<file path="config.mk">
export PLATFORM = sky130hd
export DESIGN_NAME = approx_mul_share_ctrl
export DESIGN_NICKNAME = d
export VERILOG_FILES = /design/src/rtl/approx_mul_share_ctrl.sv
export SDC_FILE = /design/constraint.sdc
export NUM_CORES = 1
export LEC_CHECK = 0
export CAP_MARGIN = 20
export CELL_PAD_IN_SITES_DETAIL_PLACEMENT = 1
export CELL_PAD_IN_SITES_GLOBAL_PLACEMENT = 1
export CORE_AREA = 3 3 101 151
export DETAILED_ROUTE_END_ITERATION = 12
export DIE_AREA = 0 0 104 154
export PLACE_DENSITY_LB_ADDON = 0.15
export SLEW_MARGIN = 25
export SYNTH_ARGS = -nofsm -noshare
export SYNTH_HDL_FRONTEND = slang
export SYNTH_SLANG_ARGS = --single-unit
</file>
<file path="constraint.sdc">
create_clock -name clk -period 9 [get_ports clk]
set_clock_uncertainty 0.15 [all_clocks]
set_input_delay 2.7 -clock clk [delete_from_list [all_inputs] [get_ports clk]]
set_output_delay 2.7 -clock clk [all_outputs]
set_load 0.01 [all_outputs]
</file>
<file path="src/rtl/approx_mul_share_ctrl.sv">
// approx_mul_share_ctrl
//   Shares a single external W x W multiplier core among NREQ requesters.
//   A round-robin arbiter grants at most one requester per cycle, the granted
//   operands are registered onto the core inputs, and the requester id travels
//   alongside the operation through a tag pipe matching the core latency. When
//   the tag reaches the end of the pipe the core product is captured into a
//   small result FIFO that is drained with valid/ready handshaking. Grants are
//   credit-limited by the number of accepted-but-not-yet-popped operations, so
//   the FIFO can never overflow and acceptance never depends on rsp_ready.
//
// Ports
//   clk        clock, all state on the rising edge
//   rst        asynchronous active-high reset (synchronous release expected)
//   req_valid  per-requester operand valid
//   req_ready  per-requester accept, at most one bit high
//   req_a/b    packed operands, slice i belongs to requester i
//   mul_a/b    registered operands driven to the multiplier core
//   mul_p      product returned by the core MUL_LAT cycles after mul_a/mul_b
//   rsp_valid  result FIFO head valid
//   rsp_ready  consumer accepts the head result
//   rsp_id     requester index of the head result
//   rsp_p      product of the head result
//   busy       at least one accepted operation not yet popped
//   op_count   free-running count of accepted operations (wraps)

module approx_mul_share_ctrl #(
  parameter int NREQ    = 4,
  parameter int W       = 8,
  parameter int MUL_LAT = 0,
  parameter int IDW     = 3
) (
  input  logic                clk,
  input  logic                rst,
  input  logic [NREQ-1:0]     req_valid,
  output logic [NREQ-1:0]     req_ready,
  input  logic [NREQ*W-1:0]   req_a,
  input  logic [NREQ*W-1:0]   req_b,
  output logic [W-1:0]        mul_a,
  output logic [W-1:0]        mul_b,
  input  logic [2*W-1:0]      mul_p,
  output logic                rsp_valid,
  input  logic                rsp_ready,
  output logic [IDW-1:0]      rsp_id,
  output logic [2*W-1:0]      rsp_p,
  output logic                busy,
  output logic [15:0]         op_count
);

  localparam int DEPTH = MUL_LAT + 3;
  localparam int PW    = 2 * W;
  localparam int CW    = $clog2(DEPTH + 1);
  localparam int PTRW  = $clog2(DEPTH);

  // Control state
  logic [IDW-1:0]  rr_ptr_q, rr_ptr_d;
  logic [CW-1:0]   occ_q, occ_d;
  logic [15:0]     op_count_q, op_count_d;
  logic [W-1:0]    mul_a_q, mul_b_q;
  logic [MUL_LAT:0] vld_q;
  logic [IDW-1:0]  id_q [0:MUL_LAT];

  // Result FIFO
  logic [IDW-1:0]  mem_id_q [0:DEPTH-1];
  logic [PW-1:0]   mem_p_q  [0:DEPTH-1];
  logic [PTRW-1:0] wr_ptr_q, wr_ptr_d;
  logic [PTRW-1:0] rd_ptr_q, rd_ptr_d;
  logic [CW-1:0]   cnt_q, cnt_d;

  // Arbitration results
  logic            found;
  logic [IDW-1:0]  grant;
  logic [W-1:0]    sel_a, sel_b;
  logic            credit;
  logic            accept;
  logic            push;
  logic            pop;

  function automatic logic [PTRW-1:0] ptr_inc(input logic [PTRW-1:0] p);
    return (p == PTRW'(DEPTH - 1)) ? '0 : p + PTRW'(1);
  endfunction

  // Round-robin search: first pass covers rr_ptr..NREQ-1, second pass wraps
  // around to 0..rr_ptr-1, so the lowest index at or after rr_ptr wins.
  always_comb begin
    found = 1'b0;
    grant = '0;
    sel_a = '0;
    sel_b = '0;
    for (int i = 0; i < NREQ; i++) begin
      if (!found && req_valid[i] && (IDW'(i) >= rr_ptr_q)) begin
        found = 1'b1;
        grant = IDW'(i);
        sel_a = req_a[i*W +: W];
        sel_b = req_b[i*W +: W];
      end
    end
    for (int i = 0; i < NREQ; i++) begin
      if (!found && req_valid[i] && (IDW'(i) < rr_ptr_q)) begin
        found = 1'b1;
        grant = IDW'(i);
        sel_a = req_a[i*W +: W];
        sel_b = req_b[i*W +: W];
      end
    end
  end

  // Credits are judged on registered occupancy only, keeping rsp_ready out
  // of the req_ready path.
  assign credit = (occ_q < CW'(DEPTH));
  assign accept = found && credit;

  always_comb begin
    req_ready = '0;
    for (int i = 0; i < NREQ; i++) begin
      req_ready[i] = accept && (grant == IDW'(i));
    end
  end

  assign push = vld_q[MUL_LAT];
  assign pop  = (cnt_q != '0) && rsp_ready;

  always_comb begin
    rr_ptr_d   = rr_ptr_q;
    op_count_d = op_count_q;
    if (accept) begin
      rr_ptr_d   = (grant == IDW'(NREQ - 1)) ? '0 : grant + IDW'(1);
      op_count_d = op_count_q + 16'd1;
    end

    occ_d = occ_q;
    case ({accept, pop})
      2'b10:   occ_d = occ_q + CW'(1);
      2'b01:   occ_d = occ_q - CW'(1);
      default: occ_d = occ_q;
    endcase

    cnt_d = cnt_q;
    case ({push, pop})
      2'b10:   cnt_d = cnt_q + CW'(1);
      2'b01:   cnt_d = cnt_q - CW'(1);
      default: cnt_d = cnt_q;
    endcase

    wr_ptr_d = push ? ptr_inc(wr_ptr_q) : wr_ptr_q;
    rd_ptr_d = pop  ? ptr_inc(rd_ptr_q) : rd_ptr_q;
  end

  // Issue stage, tag-valid pipe, FIFO capture. FIFO storage is cleared on
  // reset so the head outputs read as zero while the FIFO is empty.
  always_ff @(posedge clk or posedge rst) begin
    if (rst) begin
      rr_ptr_q   <= '0;
      occ_q      <= '0;
      op_count_q <= '0;
      mul_a_q    <= '0;
      mul_b_q    <= '0;
      vld_q      <= '0;
      wr_ptr_q   <= '0;
      rd_ptr_q   <= '0;
      cnt_q      <= '0;
      for (int k = 0; k < DEPTH; k++) begin
        mem_id_q[k] <= '0;
        mem_p_q[k]  <= '0;
      end
    end else begin
      rr_ptr_q   <= rr_ptr_d;
      occ_q      <= occ_d;
      op_count_q <= op_count_d;
      if (accept) begin
        mul_a_q <= sel_a;
        mul_b_q <= sel_b;
      end
      vld_q[0] <= accept;
      for (int k = 1; k <= MUL_LAT; k++) begin
        vld_q[k] <= vld_q[k-1];
      end
      if (push) begin
        mem_id_q[wr_ptr_q] <= id_q[MUL_LAT];
        mem_p_q[wr_ptr_q]  <= mul_p;
      end
      wr_ptr_q <= wr_ptr_d;
      rd_ptr_q <= rd_ptr_d;
      cnt_q    <= cnt_d;
    end
  end

  // Requester ids ride along with the valids; their validity is governed by
  // vld_q, so they need no reset.
  always_ff @(posedge clk) begin
    id_q[0] <= grant;
    for (int k = 1; k <= MUL_LAT; k++) begin
      id_q[k] <= id_q[k-1];
    end
  end

  assign mul_a     = mul_a_q;
  assign mul_b     = mul_b_q;
  assign rsp_valid = (cnt_q != '0);
  assign rsp_id    = mem_id_q[rd_ptr_q];
  assign rsp_p     = mem_p_q[rd_ptr_q];
  assign busy      = (occ_q != '0);
  assign op_count  = op_count_q;

endmodule

</file>
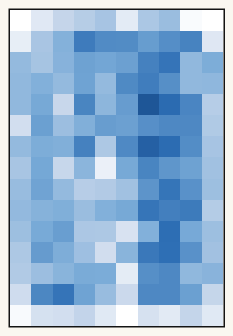
run_1/cell_density.png
The die is cut into 10 by 15 equal tiles; white is low, dark blue is high, 0 to 100% covered.
mean over tiles: 45%
nearly empty tiles: 2.0%
fullest tile: 85%
tiles over 75% full: 2.7%

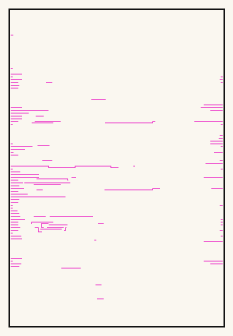
run_1/layer_met3.png
share of all routed wire: 3.9%
wire length on this layer: 666 um
main direction: horizontal
nets with wire on the layer: 98

==> impl_metrics.py, run 1 <==
# Physical implementation metrics
metrics = {
    "detailed_routing": {
        "drt_wl_total_um": 17040,
        "ant_nets": 0,
        "vias_per_cell": 5.665,
        "post-route-drc-count": 0,
        "drtIter0Drc": 110,
        "vias": 4798,
        "first_pass_iters": 4,
        "post_drt_wl_per_cell_um": 20.12,
    },
    "sta": {
        "finalCritPeriodShare": 0.8832,
        "fin_setup_tns_ps": 0,
        "slew_headroom": 0.3433,
        "rsz0062_at_grt": "no",
        "layout_min_cycle_time_ps": 7949,
        "setup_ws_ps": 1051,
        "setup_viol": 0,
        "maxSlewViolCount": 0,
        "tightest_slew_ps": 981.9,
        "hold_viol": 0,
        "fmax_mhz": 125.8,
    },
    "clocking": {
        "cts_tree": "done",
        "numCtsBuffers": 9,
        "hold_buffers": 0,
        "post_cts_buffers": 0,
        "cts_resized": 0,
        "htree_levels": 3,
        "cts.sinks": 99,
        "clk_path_buf_depth": 2,
        "insertion_delay_ps": 330,
        "clockRootBuffer": "clkbuf_16",
        "clkTransAtPathRegs_ps": 70,
    },
    "critical_path": {
        "cp.arrival_ps": 5100,
        "max_stage_delay_ps": 670,
        "cp_slowest_cell": "clkdlybuf4s50_1",
        "path_max_fanout": 9,
        "crit_path_start_kind": "input pin",
        "cp.required_ps": 6150,
        "path_class": "in -> out",
        "cp_common_cell": "clkdlybuf4s50_1",
        "crit_chain": "clkdlybuf4s50_1, o21ai_0, a211oi_1, inv_1, ha_1, and2_1, clkdlybuf4s50_1",
        "crit_path_end_kind": "primary output",
    },
    "status": {
        "status": "complete, no violations",
    },
    "finish": {
        "syn2layout_area_growth_pct": 32.27,
        "mi_logic_area_um2": 2854,
        "register_area_um2": 2467,
        "drive_above_1_share": 0.1786,
        "fin_nets": 744,
        "filler_cell_count": 1554,
        "n_antenna_cell": 0,
    },
    "flow_run": {
        "warning_count": 29,
        "drv_cap": 0,
    },
    "floorplan": {
        "die_w_um": 104,
        "fp_util": 0.3968,
        "ios": 144,
        "die-area_um2": 16020,
        "die_h_um": 154,
        "core-area_um2": 14060,
        "rows": 53,
    },
    "synthesis": {
        "postSynthSeqShare": 0.4423,
        "synthCells": 532,
        "top_area_frac": 0.4351,
        "syn_area_per_cell_um2": 10.49,
        "ys.flop_type": "dfrtp_1",
        "yosys-top-cells-count": "97 x dfrtp_1, 55 x mux2_2, 52 x a21oi_1, 52 x nand2_1, 22 x o21ai_0",
        "yosysWarningCount": 0,
        "yosys_area_um2": 5579,
        "top_area_cell": "dfrtp_1",
        "synth_cell_types": 49,
        "syn_nets": 626,
        "ys_cells": 532,
        "most_common_cell": "dfrtp_1",
        "ys_top_cells_by_area": "dfrtp_1 44%, mux2_2 11%, a21oi_1 4.7%, nand2_1 3.5%, mux2i_1 3.2%",
        "synth-async-reset-ratio": 0.9798,
        "edf_count": 0,
        "synth_flops": 99,
        "netlist_area_um2": 5579,
    },
    "global_routing": {
        "antenna_found_initial": 0,
        "grt_start_max_net_pins": 81,
        "grt_usage": 0.2147,
        "first_global_vias": 5386,
        "grt_pass1_wl_um": 27810,
        "grt_overflow_total": 0,
    },
    "power": {
        "vdd_ir_drop_max_uv": 133.9,
        "p_leak_uw": 0.002988,
        "p_per_area_nw_per_um2": 342.7,
    },
    "placed_design": {
        "gp_congestion": 0.8287,
        "pre_cts_slack_ps": 1016,
        "dp_hpwl_um": 11890,
        "numPortBuffers": 142,
    },
    "worst_hold_path": {
        "hold_class": "reg -> reg",
    },
}
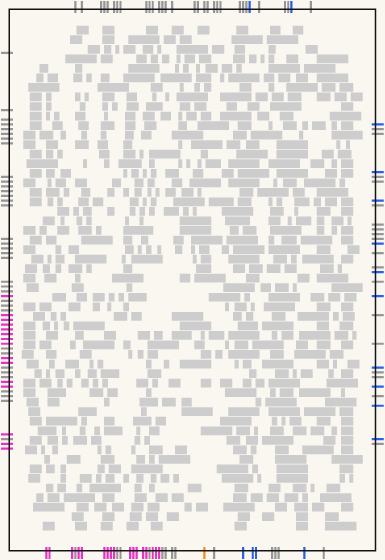
run_1/io_placement.png
Pins as bars across the die edge, other pins in gray.
legend:
  rst:
    color: orange
    pins: 1
    direction: input
    edge: south
  mul_p:
    color: blue
    pins: 16
    direction: input
    edge: 10 east, 4 south, 2 north
  req_b:
    color: magenta
    pins: 32
    direction: input
    edge: 17 south, 15 west
all pins by edge: 50 west, 35 south, 31 north, 28 east

[run 1: critical path: cells and delay by family]
family / cells / cell delay, ps
AND-OR/OR-AND: 2 / 760
adder cells (fa/ha/maj): 1 / 210
buffers and inverters: 3 / 1290
AND/OR/NAND/NOR: 1 / 140
[run 1: layer usage]
metal	share of wire	wire length, um	vias up	track usage
met2	0.57	9754	136	0.4208
met3	0.039	666	11	0.03612
met5	0	0	-	0
met4	0.0098	167	0	0.06717
met1	0.38	6454	2443	0.2316
li1	-	-	2208	-
[run 1: final timing paths]
kind	depth (start not counted)	from	slack, ps	end
max in group asynchronous	3	rst	5190	mem_p_q[17]
min in group asynchronous	2	rst	2510	mul_b[4]
min reg2reg	1	cnt_q[1]	320	cnt_q[1]
max	7	req_valid[3]	1050	req_ready[0]
max reg2reg	5	rr_ptr_q[1]	5560	mul_b[5]
min	1	cnt_q[1]	320	cnt_q[1]
[run 1: registers in the layout (all words and copies together), names as in the netlist, 2 cells and up]
signal and cells:
rd_ptr_q 2, wr_ptr_q 2, mem_p_q 48, rr_ptr_q 2, cnt_q 2, mul_b 8, op_count 16, mul_a 8
id_q 2, mem_id_q 6, occ_q 2
[run 1: where the power goes]
group	internal, uW	total, uW	switching [uW]
registers	657	828	171
logic	705	1330	628
clock network	192	367	176
[run 1: cells in the final DEF (no fill, tap or decap), drive strengths merged, types with 7 or more instances in the layout]
cell	n
buf	8
dfrtp	97
a21oi	52
nand2	52
mux2	55
a211o	16
mux2i	18
clkbuf	9
a211oi	17
o221a	16
a2111oi	16
o22ai	17
nor2	10
inv	12
nand3	21
xnor2	16
clkdlybuf4s50	142
ha	7
o21ai	22
[run 1: cell families (layout without fill, tap and decap cells)]
| kind of cell | Yosys count | in the layout | share of synthesized area |
|---|---|---|---|
| XOR/XNOR | 21 | 21 | 0.03297 |
| adder cells (fa/ha/maj) | 7 | 7 | 0.01570 |
| AND/OR/NAND/NOR | 117 | 117 | 0.1099 |
| buffers and inverters | 54 | 177 | 0.04911 |
| other | 1 | 1 | 0.0006722 |
| multiplexers | 73 | 73 | 0.1433 |
| AND-OR/OR-AND | 160 | 160 | 0.2061 |
| flip-flops | 99 | 99 | 0.4423 |
[run 1: through the flow]
step	area, um^2	std cells	utilization	hold WS, ps	total power [uW]
4_1_cts	7376	847	0.5247	327.6	2567
2_1_floorplan	5579	532	-	284.3	1632
3_5_place_dp	7087	831	0.5041	314.6	2181
6_report	7380	847	0.5249	321.4	2529
5_1_grt	7380	847	0.5249	351.2	2719
3_3_place_gp	7082	831	0.5037	299.3	2116
[run 1: cell type report]
type | count | area share
multi-input cells | 379 | 0.3867
flip-flops and latches | 99 | 0.3344
repair buffers | 150 | 0.2013
well taps | 192 | 0.03255
clock buffers | 9 | 0.03052
clock inverters | 7 | 0.008647
inverters | 11 | 0.005934
run_1/clk_routes.png
The bar under the picture is 20 um long.
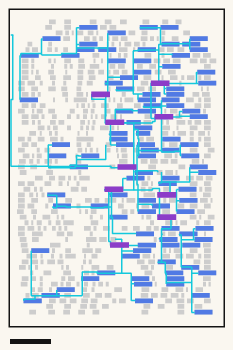

## Run 2: what changed since run 1
--- a/config.mk
+++ b/config.mk
@@ -8,10 +8,11 @@
 export CAP_MARGIN = 20
 export CELL_PAD_IN_SITES_DETAIL_PLACEMENT = 1
 export CELL_PAD_IN_SITES_GLOBAL_PLACEMENT = 1
-export CORE_AREA = 3 3 101 151
+export CORE_AREA = 3 3 100 149
 export DETAILED_ROUTE_END_ITERATION = 12
-export DIE_AREA = 0 0 104 154
+export DIE_AREA = 0 0 103 152
 export PLACE_DENSITY_LB_ADDON = 0.15
+export SKIP_LAST_GASP = 1
 export SLEW_MARGIN = 25
 export SYNTH_ARGS = -nofsm -noshare
 export SYNTH_HDL_FRONTEND = slang
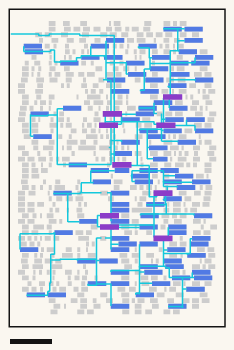
run_2/clk_routes.png
The bar under the picture is 20 um long.
legend:
  flip-flops:
    color: blue
    count: 99
  clock drivers:
    color: purple
    count: 9
  clock wires:
    color: cyan
    length: 1240 um
routed clock nets: 10

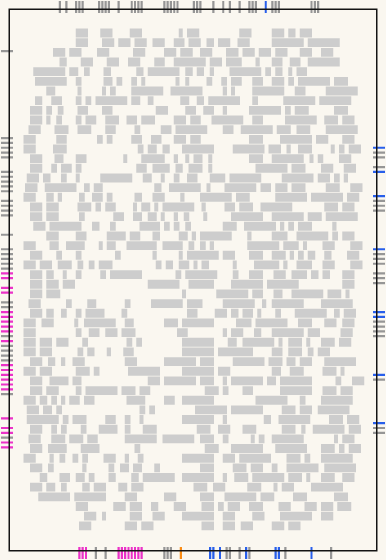
run_2/io_placement.png
Pins as bars across the die edge, other pins in gray.
legend:
  rst:
    color: orange
    pins: 1
    direction: input
    edge: south
  req_b:
    color: magenta
    pins: 32
    direction: input
    edge: 21 west, 11 south
  mul_p:
    color: blue
    pins: 16
    direction: input
    edge: 8 east, 7 south, 1 north
all pins by edge: 51 west, 36 north, 30 south, 27 east

==> impl_metrics.py, run 2 <==
# Physical implementation metrics
metrics = {
    "status": {
        "status": "complete, no violations",
    },
    "finish": {
        "mi_logic_area_um2": 2854,
        "lay_top_cells": "142 x clkdlybuf4s50_1, 97 x dfrtp_1, 55 x mux2_2, 52 x nand2_1, 52 x a21oi_1",
        "fin_nets": 745,
        "syn2layout_area_growth_pct": 32.09,
        "largest_reg_flops": 48,
        "filler_cell_count": 1493,
        "n_antenna_cell": 0,
        "register_area_um2": 2467,
        "fin_util": 0.5394,
    },
    "detailed_routing": {
        "first_pass_iters": 4,
        "drt_wl_total_um": 16690,
        "post-route-drc-count": 0,
        "post_drt_wl_per_cell_um": 20.40,
        "ant_nets": 0,
        "vias_per_cell": 5.833,
        "vias": 4771,
    },
    "floorplan": {
        "fp_util": 0.4083,
        "core-area_um2": 13660,
        "die_h_um": 152,
        "ios": 144,
        "rows": 52,
        "die-area_um2": 15660,
    },
    "sta": {
        "finalCritPeriodShare": 0.8876,
        "rsz0062_at_grt": "no",
        "tightest_slew_ps": 948.1,
        "maxSlewViolCount": 0,
        "setup_viol": 0,
        "hold_viol": 0,
        "fin_setup_tns_ps": 0,
        "slew_headroom": 0.3679,
        "layout_min_cycle_time_ps": 7988,
    },
    "clocking": {
        "insertion_delay_ps": 330,
        "cts_tree": "done",
        "hold_buffers": 0,
        "htree_levels": 3,
        "numCtsBuffers": 9,
        "clkTransAtPathRegs_ps": 70,
        "cts_resized": 0,
    },
    "synthesis": {
        "synthCells": 532,
        "synth_flops": 99,
        "postSynthSeqShare": 0.4423,
        "yosysWarningCount": 0,
        "edf_count": 0,
        "yosys_area_um2": 5579,
        "syn_nets": 626,
        "netlist_area_um2": 5579,
        "top_area_cell": "dfrtp_1",
        "ys_top_cells_by_area": "dfrtp_1 44%, mux2_2 11%, a21oi_1 4.7%, nand2_1 3.5%, mux2i_1 3.2%",
        "most_common_cell": "dfrtp_1",
        "top_area_frac": 0.4351,
        "yosys-top-cells-count": "97 x dfrtp_1, 55 x mux2_2, 52 x a21oi_1, 52 x nand2_1, 22 x o21ai_0",
        "ys_cells": 532,
        "ys.flop_type": "dfrtp_1",
    },
    "critical_path": {
        "path_class": "in -> out",
        "crit_path_start_kind": "input pin",
        "cp.arrival_ps": 5140,
        "crit_path_end_kind": "primary output",
        "path_max_fanout": 25,
    },
    "global_routing": {
        "grt_start_max_net_pins": 55,
        "first_global_vias": 5211,
        "grt_pass1_wl_um": 26740,
        "grt_usage": 0.2133,
        "antenna_found_initial": 0,
        "grt_overflow_total": 0,
    },
    "power": {
        "p_leak_uw": 0.003006,
        "p_per_area_nw_per_um2": 343.7,
    },
    "flow_run": {
        "drv_cap": 0,
        "warning_count": 29,
    },
    "placed_design": {
        "dp_hpwl_um": 11760,
        "numPortBuffers": 142,
        "gp_congestion": 0.7913,
    },
    "worst_hold_path": {
        "hold_class": "reg -> reg",
    },
}
## run 2: cell families (layout without fill, tap and decap cells)
| logic type | after synthesis | in the layout | share of synthesized area |
|---|---|---|---|
| AND-OR/OR-AND | 160 | 160 | 0.2061 |
| XOR/XNOR | 21 | 21 | 0.03297 |
| adder cells (fa/ha/maj) | 7 | 7 | 0.01570 |
| buffers and inverters | 54 | 178 | 0.04911 |
| flip-flops | 99 | 99 | 0.4423 |
| multiplexers | 73 | 73 | 0.1433 |
| other | 1 | 1 | 0.0006722 |
| AND/OR/NAND/NOR | 117 | 117 | 0.1099 |
## run 2: layer usage
layer | vias to the layer above | wire length (um) | GRT usage | share of wire
met2 | 129 | 9178 | 0.3918 | 0.55
met3 | 12 | 619 | 0.02615 | 0.037
met1 | 2416 | 6719 | 0.2526 | 0.40
li1 | 2214 | - | - | -
met5 | - | 0 | 0 | 0
met4 | 0 | 167 | 0.06111 | 0.010
## run 2: cell type report
cell class,count,share of cell area
inverters,11,0.005942
clock buffers,9,0.03056
well taps,162,0.02750
flip-flops and latches,99,0.3348
clock inverters,7,0.009168
repair buffers,151,0.2048
multi-input cells,379,0.3873
## run 2: path summary, 6_finish.rpt
path / from / end / slack (ps) / depth (start not counted)
worst max-delay path: req_valid[1] / req_ready[2] / 1010 / 8
worst min-delay path: op_count[15] / op_count[15] / 330 / 1
worst max register to register: rr_ptr_q[1] / mul_a[7] / 5600 / 5
worst min register to register: op_count[15] / op_count[15] / 330 / 1
max in group asynchronous: rst / mul_a[6] / 5210 / 4
min in group asynchronous: rst / mul_b[2] / 2480 / 2
## run 2: critical path: stages
cell and delay (ps):
clkdlybuf4s50_1 470, buf_4 310, a21oi_1 90, nor3_1 580
inv_1 150, ha_1 230, and2_1 140, clkdlybuf4s50_1 470
## run 2: per-stage QoR
stage                     hold WS, ps  cells  cell area, um^2  setup WS (ps)  total power [uW]
final                           328.7    818             7370           1012              2533
after global routing            346.4    818             7370          831.4              2716
after CTS                       334.5    818             7370          992.9              2567
after detailed placement        315.6    802             7077           1011              2176
after global placement          306.2    801             7044           1127              2114
after floorplan                 284.3    532             5579           2131              1632
## run 2: power breakdown
group / switching (uW) / internal, uW
logic: 623 / 706
clock network: 183 / 195
registers: 169 / 657
## Run 3: what changed since run 2
--- a/config.mk
+++ b/config.mk
@@ -9,6 +9,7 @@
 export CELL_PAD_IN_SITES_DETAIL_PLACEMENT = 1
 export CELL_PAD_IN_SITES_GLOBAL_PLACEMENT = 1
 export CORE_AREA = 3 3 100 149
+export CTS_CLUSTER_SIZE = 10
 export DETAILED_ROUTE_END_ITERATION = 12
 export DIE_AREA = 0 0 103 152
 export PLACE_DENSITY_LB_ADDON = 0.15
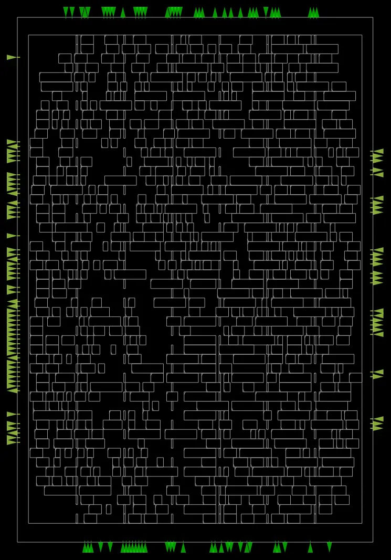
run_3/placement.png
Seq area share: 0.3348
TAP cells: 162
number of fill cells: 1493

==> impl_metrics.py, run 3 <==
# Physical implementation metrics
metrics = {
    "synthesis": {
        "ys.flop_type": "dfrtp_1",
        "top_area_frac": 0.4351,
        "most_common_cell": "dfrtp_1",
        "syn_area_per_cell_um2": 10.49,
        "synth-async-reset-ratio": 0.9798,
        "synthCells": 532,
        "synth_flops": 99,
        "yosys-top-cells-count": "97 x dfrtp_1, 55 x mux2_2, 52 x a21oi_1, 52 x nand2_1, 22 x o21ai_0",
        "syn_nets": 626,
        "top_area_cell": "dfrtp_1",
        "yosysWarningCount": 0,
        "netlist_area_um2": 5579,
        "ys_cells": 532,
        "yosys_area_um2": 5579,
        "postSynthSeqShare": 0.4423,
        "ys_top_cells_by_area": "dfrtp_1 44%, mux2_2 11%, a21oi_1 4.7%, nand2_1 3.5%, mux2i_1 3.2%",
        "synth_cell_types": 49,
        "edf_count": 0,
    },
    "power": {
        "vdd_ir_drop_max_uv": 137.8,
        "p_per_area_nw_per_um2": 343.7,
        "p_leak_uw": 0.003006,
        "power_uw": 2533,
    },
    "critical_path": {
        "cp.arrival_ps": 5140,
        "worstPathBufferInverterCount": 4,
        "cp_slowest_cell": "nor3_1",
        "cp.required_ps": 6150,
        "path_max_fanout": 25,
        "cp_top_family": "buffers and inverters",
        "max_stage_delay_ps": 580,
        "path_class": "in -> out",
        "crit_path_end_kind": "primary output",
        "crit_path_start_kind": "input pin",
        "crit_chain": "clkdlybuf4s50_1, buf_4, a21oi_1, nor3_1, inv_1, ha_1, and2_1, clkdlybuf4s50_1",
        "cp_common_cell": "clkdlybuf4s50_1",
    },
    "finish": {
        "lay_top_count": "clkdlybuf4s50_1",
        "largest_reg_flops": 48,
        "lay_top_cells": "142 x clkdlybuf4s50_1, 97 x dfrtp_1, 55 x mux2_2, 52 x nand2_1, 52 x a21oi_1",
        "n_antenna_cell": 0,
        "fin_nets": 745,
        "largest_register": "mem_p_q",
        "syn2layout_area_growth_pct": 32.09,
        "drive_above_1_share": 0.1799,
    },
    "global_routing": {
        "grt_start_max_net_pins": 55,
        "grt_pass1_wl_um": 26740,
        "grt_usage": 0.2133,
        "antenna_found_initial": 0,
        "grt_overflow_total": 0,
        "first_global_vias": 5211,
    },
    "floorplan": {
        "ios": 144,
        "fp_util": 0.4083,
        "rows": 52,
        "die-area_um2": 15660,
        "die_h_um": 152,
        "die_w_um": 103,
        "core-area_um2": 13660,
    },
    "clocking": {
        "hold_buffers": 0,
        "cts.sinks": 99,
        "insertion_delay_ps": 330,
        "clkTransAtPathRegs_ps": 70,
        "cts_resized": 0,
        "numCtsBuffers": 9,
        "cts_tree": "done",
        "post_cts_buffers": 0,
        "htree_levels": 3,
        "clk_path_buf_depth": 2,
        "clockRootBuffer": "clkbuf_16",
    },
    "detailed_routing": {
        "first_pass_iters": 4,
        "post_drt_wl_per_cell_um": 20.40,
        "ant_nets": 0,
        "drtIter0Drc": 208,
        "drt_wl_total_um": 16690,
        "post-route-drc-count": 0,
        "vias_per_cell": 5.833,
        "vias": 4771,
    },
    "sta": {
        "maxSlewViolCount": 0,
        "fmax_mhz": 125.2,
        "slew_headroom": 0.3679,
        "finalCritPeriodShare": 0.8876,
        "rsz0062_at_grt": "no",
        "hold_viol": 0,
        "setup_viol": 0,
        "fin_setup_tns_ps": 0,
        "tightest_slew_ps": 948.1,
        "layout_min_cycle_time_ps": 7988,
    },
    "worst_hold_path": {
        "hold_class": "reg -> reg",
    },
    "placed_design": {
        "gp_congestion": 0.7913,
        "numPortBuffers": 142,
        "dp_hpwl_um": 11760,
    },
    "flow_run": {
        "warning_count": 29,
        "drv_cap": 0,
    },
    "status": {
        "status": "complete, no violations",
    },
}
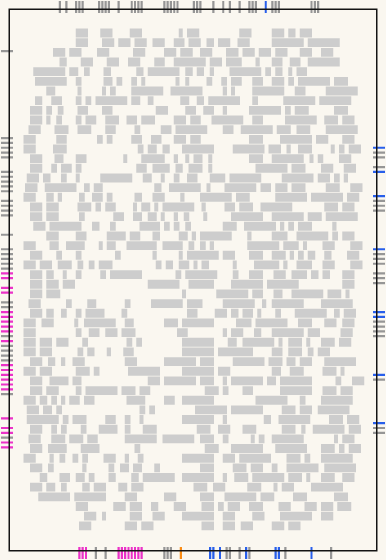
run_3/io_placement.png
Pins as bars across the die edge, other pins in gray.
legend:
  rst:
    color: orange
    pins: 1
    direction: input
    edge: south
  mul_p:
    color: blue
    pins: 16
    direction: input
    edge: 8 east, 7 south, 1 north
  req_b:
    color: magenta
    pins: 32
    direction: input
    edge: 21 west, 11 south
all pins by edge: 51 west, 36 north, 30 south, 27 east

-- run 3: path summary, 6_finish.rpt --
kind                       cells after the start    startpoint      endpoint  slack (ps)
min                                            1  op_count[15]  op_count[15]         330
max                                            8  req_valid[1]  req_ready[2]        1010
max reg2reg                                    5   rr_ptr_q[1]      mul_a[7]        5600
min in group asynchronous                      2           rst      mul_b[2]        2480
min reg2reg                                    1  op_count[15]  op_count[15]         330
max in group asynchronous                      4           rst      mul_a[6]        5210
-- run 3: through the flow --
| stage | hold WS [ps] | cell area, um^2 | std cells | utilization | setup slack, ps |
|---|---|---|---|---|---|
| after floorplan | 284.3 | 5579 | 532 | - | 2131 |
| after global placement | 306.2 | 7044 | 801 | 0.5156 | 1127 |
| after detailed placement | 315.6 | 7077 | 802 | 0.5179 | 1011 |
| after CTS | 334.5 | 7370 | 818 | 0.5394 | 992.9 |
| after global routing | 346.4 | 7370 | 818 | 0.5394 | 831.4 |
| final | 328.7 | 7370 | 818 | 0.5394 | 1012 |
-- run 3: per-layer routing --
metal / GRT usage / part of all wire / vias to the layer above
li1: - / - / 2214
met1: 0.2526 / 0.40 / 2416
met2: 0.3918 / 0.55 / 129
met3: 0.02615 / 0.037 / 12
met4: 0.06111 / 0.010 / 0
met5: 0 / 0 / -
-- run 3: cell type report --
class,count,area [um^2],share of cell area
multi-input combinational,379,2854,0.3873
timing repair buffer,151,1509,0.2048
inverter,11,43.79,0.005942
tap,162,202.7,0.02750
sequential,99,2467,0.3348
clock buffer,9,225.2,0.03056
clock inverter,7,67.56,0.009168
-- run 3: kinds of logic (layout without fill, tap and decap cells) --
group,Yosys count,count (layout),synth area share
xor gates and xnor gates,21,21,0.03297
AOI/OAI and AO/OA,160,160,0.2061
muxes,73,73,0.1433
other,1,1,0.0006722
DFF,99,99,0.4423
and+or+nand+nor,117,117,0.1099
buffers and inverters,54,178,0.04911
adders and majority gates,7,7,0.01570
-- run 3: worst register-to-register path: cells and delay by family (launching register included) --
family | cells | cell delay, ps
compound gates | 2 | 340
flops | 1 | 960
simple gates | 3 | 1860
-- run 3: where the power goes --
part	leakage (uW)	internal, uW	switching, uW
logic	0.00168	706	623
registers	0.00118	657	169
clock network	0.000145	195	183
total	0.00301	1560	975
Power and IR drop assume default switching activity.
